**src/rtl/imem_boot_loader.sv**
```systemverilog
// Boot loader for the RV32I instruction memory.
// Accepts a byte stream (sync 0xA5, 16-bit little-endian word count, 4*N data bytes
// LSB first, XOR checksum), writes each assembled word to consecutive instruction
// memory addresses, and releases the core from reset only after a checksum match.
module imem_boot_loader #(
    parameter int unsigned WORDS  = 256,
    parameter int unsigned ADDR_W = 8
) (
    input  logic              clk,
    input  logic              clr,
    input  logic              rx_valid,
    input  logic [7:0]        rx_data,
    output logic              rx_ready,
    output logic              im_we,
    output logic [ADDR_W-1:0] im_addr,
    output logic [31:0]       im_wdata,
    output logic              core_clr,
    output logic              done,
    output logic              err
);

    localparam logic [7:0] SyncByte = 8'hA5;

    typedef enum logic [2:0] {
        StIdle,
        StCntLo,
        StCntHi,
        StData,
        StCsum,
        StDone,
        StErr
    } state_e;

    state_e state_q, state_d;

    logic [1:0]        byte_idx_q, byte_idx_d;
    logic [ADDR_W-1:0] word_idx_q, word_idx_d;
    logic [15:0]       count_q, count_d;
    // Only the lower three bytes are buffered; the fourth goes straight to im_wdata.
    logic [23:0]       shift_q, shift_d;
    logic [7:0]        csum_q, csum_d;

    logic              im_we_q, im_we_d;
    logic [ADDR_W-1:0] im_addr_q, im_addr_d;
    logic [31:0]       im_wdata_q, im_wdata_d;
    logic              core_clr_q, core_clr_d;
    logic              done_q, done_d;
    logic              err_q, err_d;

    logic              accept;
    logic [15:0]       count_full;
    logic              last_word;

    assign accept     = rx_valid && rx_ready;
    assign count_full = {rx_data, count_q[7:0]};
    assign last_word  = (32'(word_idx_q) == (32'(count_q) - 32'd1));

    // State and datapath registers, asynchronously cleared.
    always_ff @(posedge clk or posedge clr) begin
        if (clr) begin
            state_q    <= StIdle;
            byte_idx_q <= '0;
            word_idx_q <= '0;
            count_q    <= '0;
            shift_q    <= '0;
            csum_q     <= '0;
            im_we_q    <= 1'b0;
            im_addr_q  <= '0;
            im_wdata_q <= '0;
            core_clr_q <= 1'b1;
            done_q     <= 1'b0;
            err_q      <= 1'b0;
        end else begin
            state_q    <= state_d;
            byte_idx_q <= byte_idx_d;
            word_idx_q <= word_idx_d;
            count_q    <= count_d;
            shift_q    <= shift_d;
            csum_q     <= csum_d;
            im_we_q    <= im_we_d;
            im_addr_q  <= im_addr_d;
            im_wdata_q <= im_wdata_d;
            core_clr_q <= core_clr_d;
            done_q     <= done_d;
            err_q      <= err_d;
        end
    end

    // Next-state and registered-output logic; nothing moves without an accepted byte.
    always_comb begin
        state_d    = state_q;
        byte_idx_d = byte_idx_q;
        word_idx_d = word_idx_q;
        count_d    = count_q;
        shift_d    = shift_q;
        csum_d     = csum_q;
        im_we_d    = 1'b0;
        im_addr_d  = im_addr_q;
        im_wdata_d = im_wdata_q;
        core_clr_d = core_clr_q;
        done_d     = done_q;
        err_d      = err_q;

        unique case (state_q)
            StIdle: begin
                if (accept && (rx_data == SyncByte)) begin
                    state_d = StCntLo;
                end
            end
            StCntLo: begin
                if (accept) begin
                    count_d[7:0] = rx_data;
                    state_d      = StCntHi;
                end
            end
            StCntHi: begin
                if (accept) begin
                    count_d = count_full;
                    // Bounding the count here keeps word_idx from ever wrapping.
                    if ((count_full == 16'd0) || (32'(count_full) > WORDS)) begin
                        state_d = StErr;
                        err_d   = 1'b1;
                    end else begin
                        word_idx_d = '0;
                        byte_idx_d = '0;
                        csum_d     = '0;
                        shift_d    = '0;
                        state_d    = StData;
                    end
                end
            end
            StData: begin
                if (accept) begin
                    csum_d = csum_q ^ rx_data;
                    unique case (byte_idx_q)
                        2'd0: shift_d[7:0]   = rx_data;
                        2'd1: shift_d[15:8]  = rx_data;
                        2'd2: shift_d[23:16] = rx_data;
                        default: begin
                            im_we_d    = 1'b1;
                            im_addr_d  = word_idx_q;
                            im_wdata_d = {rx_data, shift_q};
                        end
                    endcase
                    if (byte_idx_q == 2'd3) begin
                        byte_idx_d = 2'd0;
                        if (last_word) begin
                            state_d = StCsum;
                        end else begin
                            word_idx_d = word_idx_q + {{(ADDR_W-1){1'b0}}, 1'b1};
                        end
                    end else begin
                        byte_idx_d = byte_idx_q + 2'd1;
                    end
                end
            end
            StCsum: begin
                if (accept) begin
                    if (rx_data == csum_q) begin
                        state_d    = StDone;
                        done_d     = 1'b1;
                        core_clr_d = 1'b0;
                    end else begin
                        state_d = StErr;
                        err_d   = 1'b1;
                    end
                end
            end
            StDone: begin
                state_d = StDone;
            end
            StErr: begin
                state_d = StErr;
            end
            default: begin
                state_d = StErr;
                err_d   = 1'b1;
            end
        endcase
    end

    // Handshake output decoded from the current state.
    always_comb begin
        rx_ready = 1'b0;
        unique case (state_q)
            StIdle, StCntLo, StCntHi, StData, StCsum: rx_ready = 1'b1;
            default:                                  rx_ready = 1'b0;
        endcase
    end

    assign im_we    = im_we_q;
    assign im_addr  = im_addr_q;
    assign im_wdata = im_wdata_q;
    assign core_clr = core_clr_q;
    assign done     = done_q;
    assign err      = err_q;

endmodule

```
**config.mk**
```make
export PLATFORM = sky130hd
export DESIGN_NAME = imem_boot_loader
export DESIGN_NICKNAME = d
export VERILOG_FILES = /design/src/rtl/imem_boot_loader.sv
export SDC_FILE = /design/constraint.sdc
export NUM_CORES = 1
export LEC_CHECK = 0
export ABC_AREA = 1
export CAP_MARGIN = 20
export CORE_ASPECT_RATIO = 0.5
export CORE_MARGIN = 1.5
export CORE_UTILIZATION = 44
export CTS_CLUSTER_DIAMETER = 150
export CTS_CLUSTER_SIZE = 25
export DETAILED_ROUTE_END_ITERATION = 8
export GPL_TIMING_DRIVEN = 0
export PLACE_DENSITY = 0.76
export SLEW_MARGIN = 20
export SYNTH_ARGS = -nofsm -noshare
export SYNTH_HDL_FRONTEND = slang
export SYNTH_SLANG_ARGS = --single-unit
```
**constraint.sdc**
```tcl
create_clock -name clk -period 2.99 [get_ports clk]
set_input_delay 0.299 -clock clk [delete_from_list [all_inputs] [get_ports clk]]
set_output_delay 0.299 -clock clk [all_outputs]
set_load 0.02 [all_outputs]
```
==> reports/metrics.cfg, run 1 <==
[run_status]
status=finished clean

[sta]
final.min_clock_period_ns=2.14
finalClockSkew_ns=0.00938
grt_setup_unrepaired=false
slew_viol_final=0
worst_pin_slew_ns=0.527
period_used_pct=71.6
setup_viol=0
finalHoldViolCount=0
tns_ns=0

[detailed_routing]
route.detailed.drc=0
num_vias=4434
vias_per_cell=5.13
ant_nets=0
drtIter0Drc=370
drt-total-wl_mm=12.6

[final_layout]
finalInstanceArea_sq_um=6310
stdcell_count=864
layout_top_cell=nand2_1
utilization_pct=56.1
area_delta_synth_final_pct=21.7
diodes=0
layout_top_cells=nand2_1 (252), dfrtp_1 (104), clkdlybuf4s50_1 (55)
fillers=983
nets=719

[logic_synthesis]
ys_area_sq_um=5190
numSynthFlops=105
synth_cell_types=36
syn-num-nets=650
synth_seq_share_pct=50.7
synthCells=631
avgSynthCellArea_sq_um=8.22
syn_area_sq_um=5190
ys_cells=631

[cts]
clockBufferDepth=2
cts_setup_buffers=0
cts_sinks=105
clk_pin_slew_ns=0.08
cts_max_level=3
cts_buffers=9

[global_routing]
grt.total_usage_pct=22.0
grt_max_degree=32
antenna_found_initial=0
grt_pass1_vias=4098
grt-ovfl-total=0
grt_pass1_wl_mm=21.0

[placed_design]
placedCellCount=848
gp_congestion=0.908
place_area_sq_um=6000
io_buffer_count=55

[critical_path]
crit_top_cell=nand2_1
path_cells=inv_1 -> ha_1 -> nand2_2 -> nor2_4 -> nand2_1 -> nand2_1 -> nand2_1 -> nor2_1 -> nand2_1 -> clkinv_1 -> nand3_2 -> nand2_4 -> nand2_4 -> nand2_1 -> nand2_1
criticalPathCategory=flip-flop to flip-flop
critPathSlowestCell=dfrtp_1
slowest_delay_ns=0.40
arrival_ns=2.39
critPathLaunchType=flip-flop

[job]
warnings=31
cap_violations=0

[floorplan]
die-area_sq_um=12500
die_w_um=157
die_h_um=79.8
initCoreUtil_pct=46.1
rows=27
io_pins=56

[hold_path]
hp-class=input pin to async pin

[power]
leakagePower_nw=3.09
pwr_density_cell_nw_per_um2=449
ir_worst_vdd_v=0.000267

## run 1: metrics by stage
step                setup WS (ns)  power [mW]
finish                      0.848        2.84
floorplan                    1.20        1.56
detailed placement          0.622        1.64
global route                0.682        2.94
global placement            0.398        1.62
CTS                         0.880        2.85
## run 1: critical path: cells and delay by family, from the launching register on
kind / cells / cell delay (ns)
buffers and inverters: 2 / 0.21
AND/OR/NAND/NOR: 12 / 1.19
flip-flops: 1 / 0.40
adder cells (fa/ha/maj): 1 / 0.25
## run 1: registers in the layout (all words and copies together), names as in the netlist
register / count
done: 1
im_we: 1
im_wdata: 32
csum_q: 8
state_q: 3
count_q: 16
word_idx_q: 8
err: 1
im_addr: 8
shift_q: 24
core_clr: 1
byte_idx_q: 2
## run 1: cell type report
cell class	instances	area, sq um	area share (%)
plain buffers	17	97.6	1.55
repair buffers	58	611	9.67
inverters	45	173	2.73
multi-input cells	464	2290	36.3
clock inverters	7	86.3	1.37
flip-flops and latches	105	2630	41.6
clock buffers	9	225	3.57
well taps	159	199	3.15
## run 1: Yosys cell counts
library cell,instances,area [sq um]
dfrtp_1,104,2600
xor2_1,8,70.1
nand4_1,6,37.5
buf_2,3,15.0
nor3_1,2,10.0
nand3b_1,3,22.5
o21ai_0,38,190
or2_2,1,6.26
o21ai_2,10,87.6
a31oi_1,2,12.5
nor2_2,7,43.8
nand3_2,3,30.0
nand2_4,6,67.6
a41o_1,1,10.0
nand2_1,252,946
clkbuf_1,9,33.8
buf_4,2,15.0
inv_1,42,158
inv_2,2,7.51
ha_1,8,100
nor2_4,5,56.3
a21oi_1,4,20.0
nor2_1,33,124
and2_1,2,12.5
nor3b_1,1,7.51
nand2_2,6,37.5
dfstp_2,1,26.3
nand3_1,37,185
a211oi_1,1,7.51
buf_6,3,33.8
a22oi_4,1,21.3
xnor2_1,6,52.6
nand3_4,2,35.0
clkinv_1,1,3.75
o21bai_1,2,15.0
o21ai_1,17,85.1
## run 1: worst paths after layout
path	from	end	slack, ns	cells after the start
max in group asynchronous	clr	core_clr	1.92	4
hold / removal	clr	im_wdata[24]	0.28	2
setup reg to reg	count_q[0]	word_idx_q[5]	0.85	15
setup / recovery	count_q[0]	word_idx_q[5]	0.85	15
min in group clk	core_clr	core_clr	0.44	2
hold reg to reg	core_clr	core_clr	0.44	2
## run 1: routing by layer
layer,vias up,global-route usage (%),part of all wire [%]
li1,2153,-,-
met1,2156,31.0,47
met2,117,35.2,46
met3,8,5.10,6.0
met4,0,3.62,0.62
met5,-,0,0
## run 1: where the power goes
part / switching, mW / internal [mW]
clock: 0.562 / 0.666
combinational: 0.118 / 0.0630
sequential: 0.00189 / 1.43
## run 1: cell families (layout without fill, tap and decap cells)
kind of cell	Yosys count	in the layout	synth area share, %
AND/OR/NAND/NOR	366	366	31.3
flip-flops	105	105	50.7
AND-OR/OR-AND	76	76	8.66
buffers and inverters	62	136	5.14
XOR/XNOR	14	14	2.36
adder cells (fa/ha/maj)	8	8	1.93
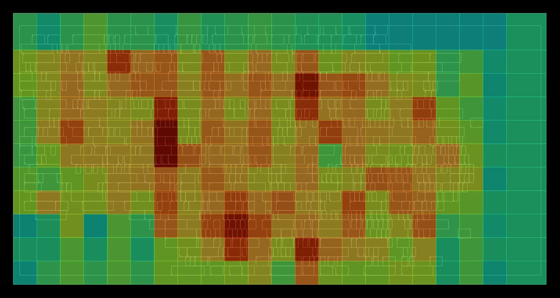
Fig. 1. Routing congestion map (run 1).
met1 usage: 31.0%
Routed WL per cell: 14.6 um

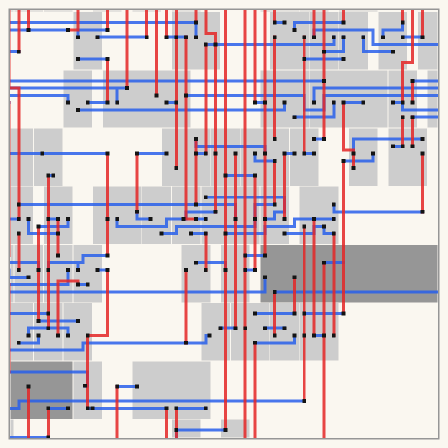
Fig. 2. Close-up of the layout (run 1).
Region (107, 10) to (127, 30) um. Cells in gray, sequential cells in the stronger gray; small squares are vias.
| layer | color |
|---|---|
| met2 | red |
| met1 | blue |
most frequent: nand2_1 (18), inv_1 (5), nor2_2 (4)
sequential cells in the window: 1
cells with their middle in the window: 41
netlist names of flops here include: im_addr (1)

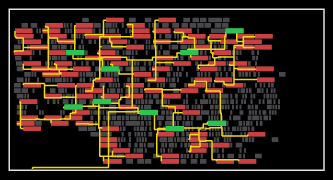
Fig. 3. Clock wires, drivers and flops (run 1).
(2 px per um)
[clock wires] yellow | length: 1200 um
[flip-flops] red | count: 105
[cells driving clock nets] green | count: 9
flops lie: all over the die
power share of the clock group: 43.3%
clk pwr: 1.23 mW
Clk Latency, worst-skew pair: 0.36 ns

## Run 2: what changed since run 1
- clock period: 2.99 -> 1.91 ns (I/O delays scaled with it)
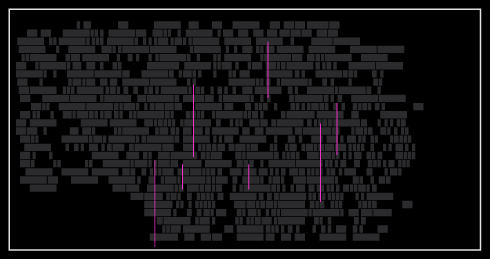
Fig. 4. Met4 routing (run 2).
(3 px per um) Cells faint in the background.
longest straight run: 28.6 um
wire length on this layer: 130 um
main direction: vertical
share of all routed wire: 0.96%
nets with wire on the layer: 6
via count: 4583
final WL: 13.6 mm

==> run 2 against run 1 <==
  * The flow now finishes with violations (setup timing)
  * Critical endpoint unchanged
  * Via count up 3.4%
  * Critical path type unchanged
  * Power grew 57%
  * Non-clock buffer count up 19
  * Register-to-register slack lost 0.88 ns
  * Final area increased by 4.2%
==> reports/metrics.cfg, run 2 <==
[power]
p_int_mw=3.37
p_comb_share_pct=6.3
pwr_density_cell_nw_per_um2=676
swShare_pct=24.2
power_switching_mw=1.08
pwr-share-clk_pct=43.3
ir_worst_vdd_v=0.000418
leakagePower_nw=3.21
seq_power_share_pct=50.3
power_mw=4.44

[logic_synthesis]
synth-edff-count=0
numSynthFlops=105
synthCells=631
yosysMostFrequentCell=nand2_1
netlist.area_leader.share_pct=50.2
synth-main-ff-cell=dfrtp_1
avgSynthCellArea_sq_um=8.22
yosysWarnings=0
ys_cells=631
synth.area.top_cells=dfrtp_1 (50%), nand2_1 (18%), o21ai_0 (3.7%), nand3_1 (3.6%), inv_1 (3.0%)
synth_seq_share_pct=50.7
syn_area_sq_um=5190
synthTopCellsByCount=nand2_1 (252), dfrtp_1 (104), inv_1 (42)
top_area_cell=dfrtp_1
ys_async_sr_fraction_pct=100
syn-num-nets=650
synth_cell_types=36
ys_area_sq_um=5190

[placed_design]
dp_hpwl_mm=9.26
place_area_sq_um=6000
gp_congestion=0.908
io_buffer_count=55

[floorplan]
die-area_sq_um=12500
die_h_um=79.8
initCoreUtil_pct=46.1
io_pins=56
die_w_um=157
rows=27
core_sq_um=11200

[critical_path]
reg2regPathDepth=12
crit_required_ns=2.16
r2r-end=word_idx_q[5]
arrival_ns=2.19
critPathMaxFanout=6
r2r_slack_ns=-0.03
critPathCaptureType=flip-flop
criticalPathCategory=flip-flop to flip-flop
critPathLaunchType=flip-flop
r2r_start=count_q[2]

[sta]
setup_ws_ns=-0.0345
finalHoldViolCount=0
max_freq_mhz=514
grt_setup_unrepaired=true
slew_viol_final=0
relSlewSlack_pct=73.3
period_used_pct=102
tns_ns=-0.244
setup_viol=13
finalClockSkew_ns=0.00756
worst_pin_slew_ns=0.400
final.min_clock_period_ns=1.94

[final_layout]
area_delta_synth_final_pct=26.7
largest_reg_flops=32
nets=740
finalInstanceArea_sq_um=6580
layout_top_cells=nand2_1 (251), dfrtp_1 (100), clkdlybuf4s50_1 (54)
layout_top_cell=nand2_1
drive_above_1_share_pct=16.3
diodes=0

[global_routing]
grt.total_usage_pct=22.5
grt_pass1_vias=4193
grt_max_degree=32
grt-ovfl-total=0
grt_pass1_wl_mm=21.5
antenna_found_initial=0

[job]
warnings=32
cap_violations=0

[cts]
clockBufferDepth=2
cts_sinks=105
cts_max_level=3
cts_root_buffer=clkbuf_16
clk_latency_ns=0.35
cts_tree=built
cts_buffers=9
clk_pin_slew_ns=0.07

[hold_path]
hp-class=input pin to async pin

[detailed_routing]
route.detailed.drc=0
drtIter0Drc=378
drt-pass1-iter-count=5
ant_nets=0
vias_per_cell=5.18
wl_per_cell_um=15.4

[run_status]
violations=setup timing
status=complete, but fails checks

run 2: cell count changes in the layout (fill, tap and decap cells not counted), moves of 2 or more:
cell / delta
buf_4: +18
buf_6: +2
nor2_2: +3
nor2_1: -6
clkbuf_2: +4
o21ai_1: -3
o21ai_2: +3
inv_1: -5
dfrtp_1: -4
nor2_4: +3
clkbuf_1: -5
nand2_4: +3
dfrtp_2: +4
inv_2: +4
run 2: critical path, cell delays in order, from the launching register on:
cell	delay, ns
dfrtp_2	0.47
nor2_2	0.21
nand2_4	0.11
nor2_4	0.16
nand3_1	0.08
nand2_1	0.07
nand3_1	0.08
nor2_2	0.17
nand3_4	0.16
nand2_4	0.13
nand2_4	0.08
nand2_1	0.07
nand2_1	0.05
run 2: cell families after synthesis:
| kind of cell | Yosys count | share of synthesized area (%) |
|---|---|---|
| simple gates | 366 | 31.3 |
| flops | 105 | 50.7 |
| compound gates | 76 | 8.66 |
| buf+inv | 62 | 5.14 |
| xor+xnor | 14 | 2.36 |
| fa+ha+maj | 8 | 1.93 |
run 2: power by group through the flow:
| stage | Sequential [mW] | Clock, mW | Combinational [mW] |
|---|---|---|---|
| global placement | 2.28 | 0 | 0.261 |
| detailed placement | 2.28 | 0 | 0.284 |
| CTS | 2.24 | 1.95 | 0.277 |
| finish | 2.24 | 1.93 | 0.282 |
| floorplan | 2.28 | 0 | 0.163 |
| global route | 2.24 | 2.05 | 0.308 |
run 2: timing repair:
action | in CTS | in global routing
pin swaps | 8 | 7
endpoints found under the setup margin | 22 | 72
gates cloned | 1 | 1
hold buffers | 0 | 0
gates resized | 10 | 35
setup buffers | 9 | 10
run 2: metrics by stage:
stage                     util [%]  hold WS, ns  worst slack, ns  std cells
after global routing          58.5        0.197           -0.182        885
after global placement        52.8        0.431           -0.574        845
after detailed placement      53.4        0.433           -0.350        848
final                         58.5        0.171          -0.0345        885
after CTS                     57.1        0.175          0.00278        874
after floorplan                  -        0.376            0.124        631
run 2: metal layers:
| layer | GRT usage, % | routed length, um | vias to the layer above |
|---|---|---|---|
| met5 | 0 | 0 | - |
| met1 | 31.3 | 6130 | 2208 |
| met3 | 5.05 | 933 | 15 |
| li1 | - | - | 2197 |
| met4 | 4.48 | 129 | 0 |
| met2 | 36.5 | 6390 | 163 |
run 2: final cells by class:
class | instances | area (sq um)
flip-flops and latches | 105 | 2630
plain buffers | 17 | 113
repair buffers | 77 | 756
well taps | 159 | 199
fillers | 954 | 4670
clock buffers | 9 | 225
multi-input cells | 466 | 2390
inverters | 45 | 175
clock inverters | 7 | 86.3
run 2: worst max-delay path by stage:
stage | startpoint | endpoint | slack [ns]
after floorplan | count_q[0] | word_idx_q[5] | 0.12
final | count_q[2] | word_idx_q[5] | -0.03
after CTS | state_q[2] | shift_q[15] | 0.003
after global placement | clr | im_wdata[15] | -0.57
after global routing | count_q[2] | word_idx_q[4] | -0.18
after detailed placement | rx_data[4] | word_idx_q[5] | -0.35
## Run 3: what changed since run 2
- PLACE_DENSITY: 0.76 -> unset
- PLACE_DENSITY_LB_ADDON: unset -> 0.08
- SETUP_SLACK_MARGIN: unset -> 0.1
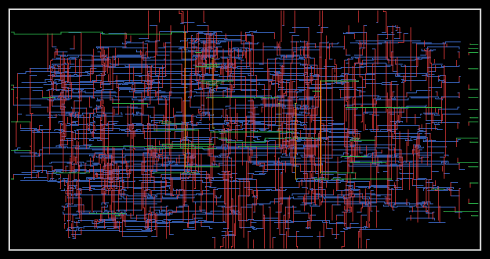
Fig. 5. Routed metal, one color a layer (run 3).
(3 px per um)
| layer | color | wire length |
|---|---|---|
| met4 | orange | 138 um |
| met2 | red | 5720 um |
| met1 | blue | 6270 um |
| met3 | green | 565 um |

==> run 3 against run 2 <==
  * The run still ends with setup timing left
  * Critical path depth is 4 higher
  * Die area did not move
  * Clock power decreased by 3%
  * Non-clock buffer count decreased by 4
  * Sequential share of layout area grew 0.073 points
  * Hold slack improved by 0.049 ns
  * Power down 1.1%
  * Register-to-register slack improved by 0.03 ns
  * Setup slack gained 0.026 ns
  * Routed wire length is 6.6% lower
  * Flip-flop count unchanged
==> reports/metrics.cfg, run 3 <==
[run_status]
status=complete, but fails checks
violations=setup timing

[sta]
max_freq_mhz=521
grt_setup_unrepaired=true
tns_ns=-0.0204
setup_ws_ns=-0.00855
setup_viol=4
relSlewSlack_pct=66.4
slew_viol_final=0
finalHoldViolCount=0
period_used_pct=100

[detailed_routing]
wl_per_cell_um=14.4
vias_per_cell=5.03
drt-total-wl_mm=12.7
num_vias=4419
ant_nets=0

[final_layout]
area_delta_synth_final_pct=26.3
layout_top_cell=nand2_1
diodes=0
nets=735
area.sequential_sq_um=2630
largest_reg_flops=32
layout_top_cells=nand2_1 (247), dfrtp_1 (103), clkdlybuf4s50_1 (54)
utilization_pct=58.3
mi_logic_area_sq_um=2360

[critical_path]
crit_family=simple AND/OR/NAND/NOR gates
cp_num_buf_inv=2
crit_required_ns=2.15
critPathMaxFanout=6
criticalPathCategory=flip-flop to flip-flop
critPathCaptureType=flip-flop
slowest_delay_ns=0.40
path_cells=inv_2 -> ha_4 -> inv_2 -> nand2_2 -> nand2_1 -> nand2_1 -> nand2_1 -> nand2_1 -> nor2_2 -> nand2_1 -> nor2_2 -> nand3_4 -> nand2_4 -> nand2_4 -> nand2_2 -> nand2_1

[logic_synthesis]
numSynthFlops=105
syn_area_sq_um=5190
avgSynthCellArea_sq_um=8.22
top_area_cell=dfrtp_1
synth.area.top_cells=dfrtp_1 (50%), nand2_1 (18%), o21ai_0 (3.7%), nand3_1 (3.6%), inv_1 (3.0%)
synth_cell_types=36
yosysWarnings=0
ys_cells=631
netlist.area_leader.share_pct=50.2
synth-main-ff-cell=dfrtp_1
synthCells=631
syn-num-nets=650

[cts]
cts_sinks=105
clk_latency_ns=0.35
clk_pin_slew_ns=0.08
cts_tree=built
clockBufferDepth=2

[power]
pwr-share-clk_pct=42.9
p_int_mw=3.36
seq_power_share_pct=50.9
leakagePower_nw=3.20
power_mw=4.40
ir_worst_vdd_v=0.000450
swShare_pct=23.7
p_comb_share_pct=6.2

[placed_design]
place_ws_ns=-0.362
dp_hpwl_mm=9.06
gp_congestion=0.861
placedCellCount=848
io_buffer_count=55

[global_routing]
grt.total_usage_pct=22.4
grt-ovfl-total=0
grt_pass1_wl_mm=21.3
grt_pass1_vias=4189
antenna_found_initial=0

[floorplan]
io_pins=56
initCoreUtil_pct=46.1
die_h_um=79.8
die-area_sq_um=12500

[hold_path]
hp-class=input pin to async pin

[job]
warnings=33

-- run 3: cell type report --
type                    instances  area share (%)
well taps                     159            3.03
multi-input cells             465            36.0
clock buffers                   9            3.44
flip-flops and latches        105            40.1
repair buffers                 73            11.8
clock inverters                 6            1.13
plain buffers                  17            1.79
inverters                      45            2.71
-- run 3: cells by family (layout without fill, tap and decap cells) --
logic type                 after synthesis  count (layout)  share of synthesized area (%)
buffers and inverters                   62             150                           5.14
adders and majority gates                8               8                           1.93
AOI/OAI and AO/OA                       76              76                           8.66
and+or+nand+nor                        366             367                           31.3
xor gates and xnor gates                14              14                           2.36
DFF                                    105             105                           50.7
-- run 3: per-stage QoR --
stage | instance area [sq um] | hold WS, ns
6_report | 6560 | 0.220
5_1_grt | 6560 | 0.244
4_1_cts | 6500 | 0.232
3_5_place_dp | 6010 | 0.439
3_3_place_gp | 5940 | 0.432
2_1_floorplan | 5190 | 0.376
-- run 3: repair_timing --
item                                    CTS  global route
gates resized                            19            25
buffers inserted                         11             2
pin swaps                                17             9
gates cloned                              3             0
endpoints found under the setup margin   65            78
-- run 3: final timing paths --
check | start | to | slack (ns) | cells after the start
worst min-delay path | clr | shift_q[5] | 0.22 | 2
worst max-delay path | count_q[1] | word_idx_q[7] | -0.009 | 16
worst max register to register | count_q[1] | word_idx_q[7] | -0.009 | 16
worst min register to register | core_clr | core_clr | 0.45 | 2
min in group clk | core_clr | core_clr | 0.45 | 2
max in group asynchronous | clr | count_q[2] | 0.91 | 4
-- run 3: worst reg2reg max path, stage by stage, from the launching register on --
cell,delay (ns)
dfrtp_1,0.40
inv_2,0.07
ha_4,0.18
inv_2,0.07
nand2_2,0.05
nand2_1,0.06
nand2_1,0.05
nand2_1,0.07
nand2_1,0.06
nor2_2,0.11
nand2_1,0.07
nor2_2,0.12
nand3_4,0.15
nand2_4,0.14
nand2_4,0.09
nand2_2,0.07
nand2_1,0.05
-- run 3: routing by layer --
layer  share of wire [%]  vias to the layer above  wire [um]  track usage (%)
met2                  45                       97       5720             35.4
met5                   0                        -          0                0
met4                 1.1                        0        138             5.71
met1                  49                     2123       6270             31.8
met3                 4.5                       12        565             4.23
li1                    -                     2187          -                -
-- run 3: power by group through the flow --
stage	clock (mW)	sequential [mW]	combinational, mW
after floorplan	0	2.28	0.163
after global placement	0	2.28	0.265
after detailed placement	0	2.28	0.283
after CTS	1.93	2.24	0.277
after global routing	2.01	2.24	0.314
final	1.88	2.24	0.274
Power is estimated from default activity; no workload was simulated.
